--- config.mk ---
export PLATFORM = sky130hd
export DESIGN_NAME = deserializer
export DESIGN_NICKNAME = d
export VERILOG_FILES = /design/src/rtl/plc_pkg.sv /design/src/rtl/plc_out_hold.sv /design/src/rtl/deserializer.sv
export SDC_FILE = /design/constraint.sdc
export NUM_CORES = 1
export LEC_CHECK = 0
export ABC_AREA = 1
export CAP_MARGIN = 20
export CORE_ASPECT_RATIO = 0.5
export CORE_UTILIZATION = 45
export DETAILED_ROUTE_END_ITERATION = 16
export GPL_TIMING_DRIVEN = 0
export PLACE_DENSITY_LB_ADDON = 0.05
export SLEW_MARGIN = 15
export SYNTH_ARGS = -nofsm -noshare
export SYNTH_HDL_FRONTEND = slang
export SYNTH_SLANG_ARGS = --single-unit
--- constraint.sdc ---
create_clock -name clk -period 2.1 [get_ports clk]
set_clock_uncertainty 0.15 [all_clocks]
set_input_delay 0.21 -clock clk [delete_from_list [all_inputs] [get_ports clk]]
set_output_delay 0.21 -clock clk [all_outputs]
set_load 0.03 [all_outputs]
--- src/rtl/plc_pkg.sv ---
// Shared types and sizing helpers for the PLC receive-side deserializer.
package plc_pkg;

  typedef enum logic [1:0] {HUNT, SHIFT, GAP} state_t;

  // The counter has to reach the larger of the data and gap lengths.
  function automatic int cnt_width(input int data_bits, input int gap_bits);
    int m;
    m = (data_bits > gap_bits) ? data_bits : gap_bits;
    return $clog2(m + 1);
  endfunction

endpackage

--- src/rtl/plc_out_hold.sv ---
// Output holding register with a valid/ready handshake and an overrun pulse.
module plc_out_hold
  import plc_pkg::*;
#(
  parameter int DATA_BITS = 8
) (
  input  logic                 clk,
  input  logic                 rst_n,
  input  logic                 commit,
  input  logic [DATA_BITS-1:0] word,
  input  logic                 prl_ready,
  output logic [DATA_BITS-1:0] prl_out,
  output logic                 prl_valid,
  output logic                 overrun
);

  always_ff @(posedge clk or negedge rst_n) begin
    if (!rst_n) begin
      prl_out   <= '0;
      prl_valid <= 1'b0;
      overrun   <= 1'b0;
    end else if (commit) begin
      // A commit wins over a same-edge consume; only an unread word is lost.
      prl_out   <= word;
      prl_valid <= 1'b1;
      overrun   <= prl_valid && !prl_ready;
    end else begin
      overrun <= 1'b0;
      if (prl_valid && prl_ready) begin
        prl_valid <= 1'b0;
      end
    end
  end

endmodule

--- src/rtl/deserializer.sv ---
// LSB-first serial-to-parallel receiver: frame_sync alignment, gap-bit
// checking and free-running back-to-back framing.
module deserializer
  import plc_pkg::*;
#(
  parameter int DATA_BITS = 8,
  parameter int GAP_BITS  = 1
) (
  input  logic                 clk,
  input  logic                 rst_n,
  input  logic                 srl_in,
  input  logic                 frame_sync,
  output logic [DATA_BITS-1:0] prl_out,
  output logic                 prl_valid,
  input  logic                 prl_ready,
  output logic                 locked,
  output logic                 frame_err,
  output logic                 overrun
);

  localparam int CNT_W = cnt_width(DATA_BITS, GAP_BITS);
  localparam logic [CNT_W-1:0] LAST_DATA = CNT_W'(DATA_BITS - 1);
  localparam logic [CNT_W-1:0] LAST_GAP  = CNT_W'(GAP_BITS - 1);
  localparam logic [CNT_W-1:0] CNT_ONE   = CNT_W'(1);

  state_t               state, state_n;
  logic [CNT_W-1:0]     cnt, cnt_n;
  logic [DATA_BITS-1:0] shreg, shreg_n;
  logic                 err, err_n;
  logic                 locked_n;
  logic                 frame_err_n;
  logic                 commit;
  logic                 err_now;

  always_ff @(posedge clk or negedge rst_n) begin
    if (!rst_n) begin
      state     <= HUNT;
      cnt       <= '0;
      shreg     <= '0;
      err       <= 1'b0;
      locked    <= 1'b0;
      frame_err <= 1'b0;
    end else begin
      state     <= state_n;
      cnt       <= cnt_n;
      shreg     <= shreg_n;
      err       <= err_n;
      locked    <= locked_n;
      frame_err <= frame_err_n;
    end
  end

  always_comb begin
    state_n     = state;
    cnt_n       = cnt;
    shreg_n     = shreg;
    err_n       = err;
    locked_n    = locked;
    frame_err_n = 1'b0;
    commit      = 1'b0;
    err_now     = err | srl_in;

    if (frame_sync) begin
      // A strobe in any state restarts the word; a partial word is dropped silently.
      shreg_n    = '0;
      shreg_n[0] = srl_in;
      err_n      = 1'b0;
      locked_n   = 1'b1;
      if (DATA_BITS == 1) begin
        state_n = GAP;
        cnt_n   = '0;
      end else begin
        state_n = SHIFT;
        cnt_n   = CNT_ONE;
      end
    end else begin
      case (state)
        SHIFT: begin
          for (int i = 0; i < DATA_BITS; i++) begin
            if (int'(cnt) == i) shreg_n[i] = srl_in;
          end
          if (cnt == LAST_DATA) begin
            state_n = GAP;
            cnt_n   = '0;
            err_n   = 1'b0;
          end else begin
            cnt_n = cnt + 1'b1;
          end
        end
        GAP: begin
          if (cnt == LAST_GAP) begin
            commit      = !err_now;
            frame_err_n = err_now;
            state_n     = SHIFT;
            cnt_n       = '0;
            err_n       = 1'b0;
          end else begin
            cnt_n = cnt + 1'b1;
            err_n = err_now;
          end
        end
        default: ;
      endcase
    end
  end

  plc_out_hold #(
    .DATA_BITS(DATA_BITS)
  ) u_out_hold (
    .clk      (clk),
    .rst_n    (rst_n),
    .commit   (commit),
    .word     (shreg),
    .prl_ready(prl_ready),
    .prl_out  (prl_out),
    .prl_valid(prl_valid),
    .overrun  (overrun)
  );

endmodule

==> results.tsv <==
stage	metric	value	unit
route	drcViolationCount	0	
clock_tree	cts_setup_buffers	0	
setup_path	max_stage_delay	0.45	ns
logic_synthesis	yosys_register_bits	27	
timing	slew_headroom	60.1	%
setup_path	cp.required	2.13	ns
setup_path	endpoint_kind	flop	
cells_and_area	nets	195	
setup_path	crit_top_cell	nand2_1	
grt	grt_pass1_wl	4.35	mm
timing	finalCritPeriodShare	80.2	%
floorplanning	fp_util	49.7	%
timing	setup_viol	0	
power_and_ir_drop	leakage	0.860	nW
floorplanning	io_pins	17	
clock_tree	cts_tree	yes	
timing	drv_slew	0	
setup_path	cp_cell_sequence	inv_1 > ha_1 > nand2_4 > nor2_8 > nand3_4 > nand2_1 > nand2_1	
logic_synthesis	synth_area_per_cell	8.22	um2
logic_synthesis	synth_top_area_share	50.1	%
clock_tree	root_buffer	clkbuf_8	
logic_synthesis	netlist_top_cells_area	dfrtp_1, nand2_1, nand4_1	
route	drt_iter0_drc	74	
setup_path	crit_type	flop to flop	
logic_synthesis	synth_cell_type_count	22	
timing	fmax	594	MHz
clock_tree	holdBufCountCts	1	
clock_tree	numCtsBuffers	3	
power_and_ir_drop	cellPowerDensity	697	nW/um2
floorplanning	die_area	3230	um2
placement	dpl_worst_slack	0.297	ns
logic_synthesis	syn-num-nets	173	
route	wire_per_inst	12.0	um
grt	grt_start_max_net_pins	28	
clock_tree	cts.sinks	27	
logic_synthesis	async_flop_share	100	%
logic_synthesis	edf_count	0	
power_and_ir_drop	irDropWorstVdd	0.000302	V
grt	antenna_found_initial	0	
route	vias	1110	
placement	routabilityCongestion	0.846	
logic_synthesis	ys_cells	164	
route	drtAntennaViolNets	0	
logic_synthesis	top_area_cell	dfrtp_1	
logic_synthesis	synth_cells	164	
setup_path	worst_path_max_delay_cell	dfrtp_1	
cells_and_area	n_antenna_cell	0	
logic_synthesis	common_cells	nand2_1, dfrtp_1, inv_1	
logic_synthesis	yosysWarnings	0	
timing	final.setup.tns	0	ns
grt	grt_pass1_vias	898	
clock_tree	ctsLongestPathBuffers	2	
flow_run	warnings	29	
placement	port_buffers	16	
clock_tree	clkSlewWorstSetupHoldPaths	0.09	ns
route	drt-total-wl	2.67	mm
grt	grt_usage	18.7	%
timing	hold_viol_final	0	
setup_path	start_kind	flop	
clock_tree	cts_max_level	1	
placement	hpwlAfterDp	1.95	mm
timing	rsz0062_at_grt	false	
grt	grt.overflow.total	0	
min_path	hold_path.class	input pin to asynchronous set/reset pin	
outcome	status	completed	
clock_tree	post_cts_resize_count	0	
timing	layout_min_cycle_time	1.68	ns
timing	layout_setup_ws	0.416	ns
cells_and_area	layout-drive-gt1-share	8.65	%
clock_tree	worstSkewPairLatency	0.28	ns
route	vias_per_cell	5.00	
logic_synthesis	postSynthSeqShare	50.1	%
cells_and_area	area_growth	19.3	%
setup_path	cp_data_arrival_time	1.71	ns
logic_synthesis	yosys-stat-area	1350	um2
cells in the final DEF, fill, tap and decap left out, types with 4 or more instances in the layout:
cell	instances
buf_2	4
ha_1	4
dfrtp_1	27
inv_1	16
clkdlybuf4s50_1	15
nand2_1	59
o21ai_0	7
nand4_1	11
nor2_1	9
nand3_1	10
flip-flops by register name (all words and copies together), names as in the netlist:
name,cells
u_out_hold.overrun,1
u_out_hold.prl_valid,1
cnt,4
state,2
u_out_hold.prl_out,8
locked,1
err,1
frame_err,1
shreg,8
layout make-up:
| cell class | count | area [um2] |
|---|---|---|
| Tap cell | 37 | 46.3 |
| Clock buffer | 3 | 41.3 |
| Timing Repair Buffer | 17 | 165 |
| Inverter | 17 | 63.8 |
| Sequential cell | 27 | 676 |
| Clock inverter | 1 | 7.51 |
| Multi-Input combinational cell | 117 | 594 |
| Buffer | 3 | 15.0 |
| Fill cell | 248 | 1110 |
critical path, delay by kind of cell, from the launching register on:
family	cells	cell delay, ns
DFF	1	0.45
and+or+nand+nor	5	0.59
buffers and inverters	1	0.13
adders and majority gates	1	0.26
through the flow:
| step | instances | utilization, % | instance area [um2] | power [mW] |
|---|---|---|---|---|
| floorplan | 164 | - | 1350 | 0.757 |
| global placement | 217 | 57.3 | 1560 | 0.819 |
| detailed placement | 217 | 57.1 | 1550 | 0.824 |
| CTS | 222 | 59.2 | 1610 | 1.14 |
| global route | 222 | 59.2 | 1610 | 1.19 |
| finish | 222 | 59.2 | 1610 | 1.12 |
power breakdown:
part / internal [mW] / switching, mW
Clock: 0.135 / 0.169
Sequential: 0.563 / 0.0416
Combinational: 0.0732 / 0.139
routing by layer:
metal / vias to the layer above / track usage, % / part of all wire [%]
met3: 2 / 4.67 / 4.6
met4: 0 / 4.09 / 0.64
met1: 513 / 26.2 / 55
li1: 573 / - / -
met2: 22 / 29.7 / 40
met5: - / 0 / 0
worst paths after layout:
| path | start | endpoint | slack, ns | cells past startpoint |
|---|---|---|---|---|
| worst max-delay path | cnt[0] | u_out_hold.prl_out[5] | 0.42 | 7 |
| worst min-delay path | rst_n | shreg[7] | 0.31 | 2 |
| worst max register to register | cnt[0] | u_out_hold.prl_out[5] | 0.42 | 7 |
| worst min register to register | u_out_hold.prl_out[7] | u_out_hold.prl_out[7] | 0.32 | 2 |
| max in group asynchronous | rst_n | shreg[2] | 1.10 | 2 |
| min in group clk | u_out_hold.prl_out[7] | u_out_hold.prl_out[7] | 0.32 | 2 |
cells by family after synthesis:
| family | Yosys count | synth area share [%] |
|---|---|---|
| simple gates | 97 | 34.0 |
| buf+inv | 20 | 5.84 |
| fa+ha+maj | 4 | 3.71 |
| compound gates | 16 | 6.40 |
| flops | 27 | 50.1 |
### Floorplan with the power grid

Pins as bars on the die edge. Tap cells in gray.
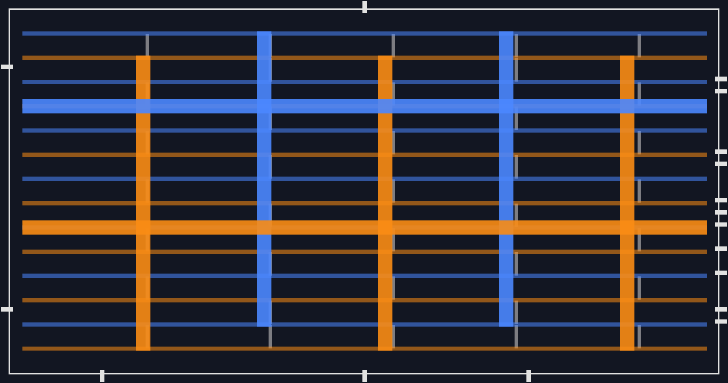
blue -> VDD
orange -> VSS
signal pins = 17
tap cells = 37
met4 straps = 5
rows = 13
met1 rails = 14
core footprint: 2720 um2
Die Width: 79.4 um

### Cells colored by class

Bar = 20 um. Fill, decap, tap and diode cells in gray.
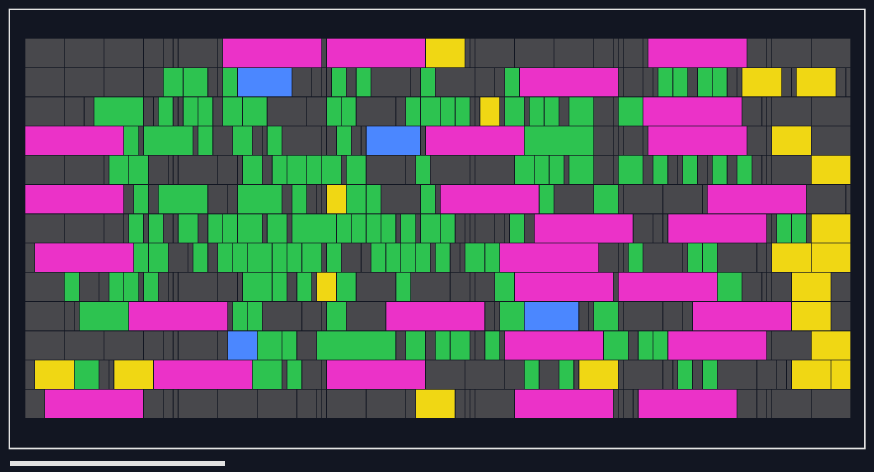
blue -> clock drivers and dummy loads  # cells 4
magenta -> flip-flops  # cells 27
yellow -> other buffers and delay cells  # cells 20
green -> all other logic  # cells 134
num rows: 13
Layout Utilization: 59.2%
Seq area share: 42.0%
post-route cell area: 1610 um2

Power is estimated from default activity; no workload was simulated.
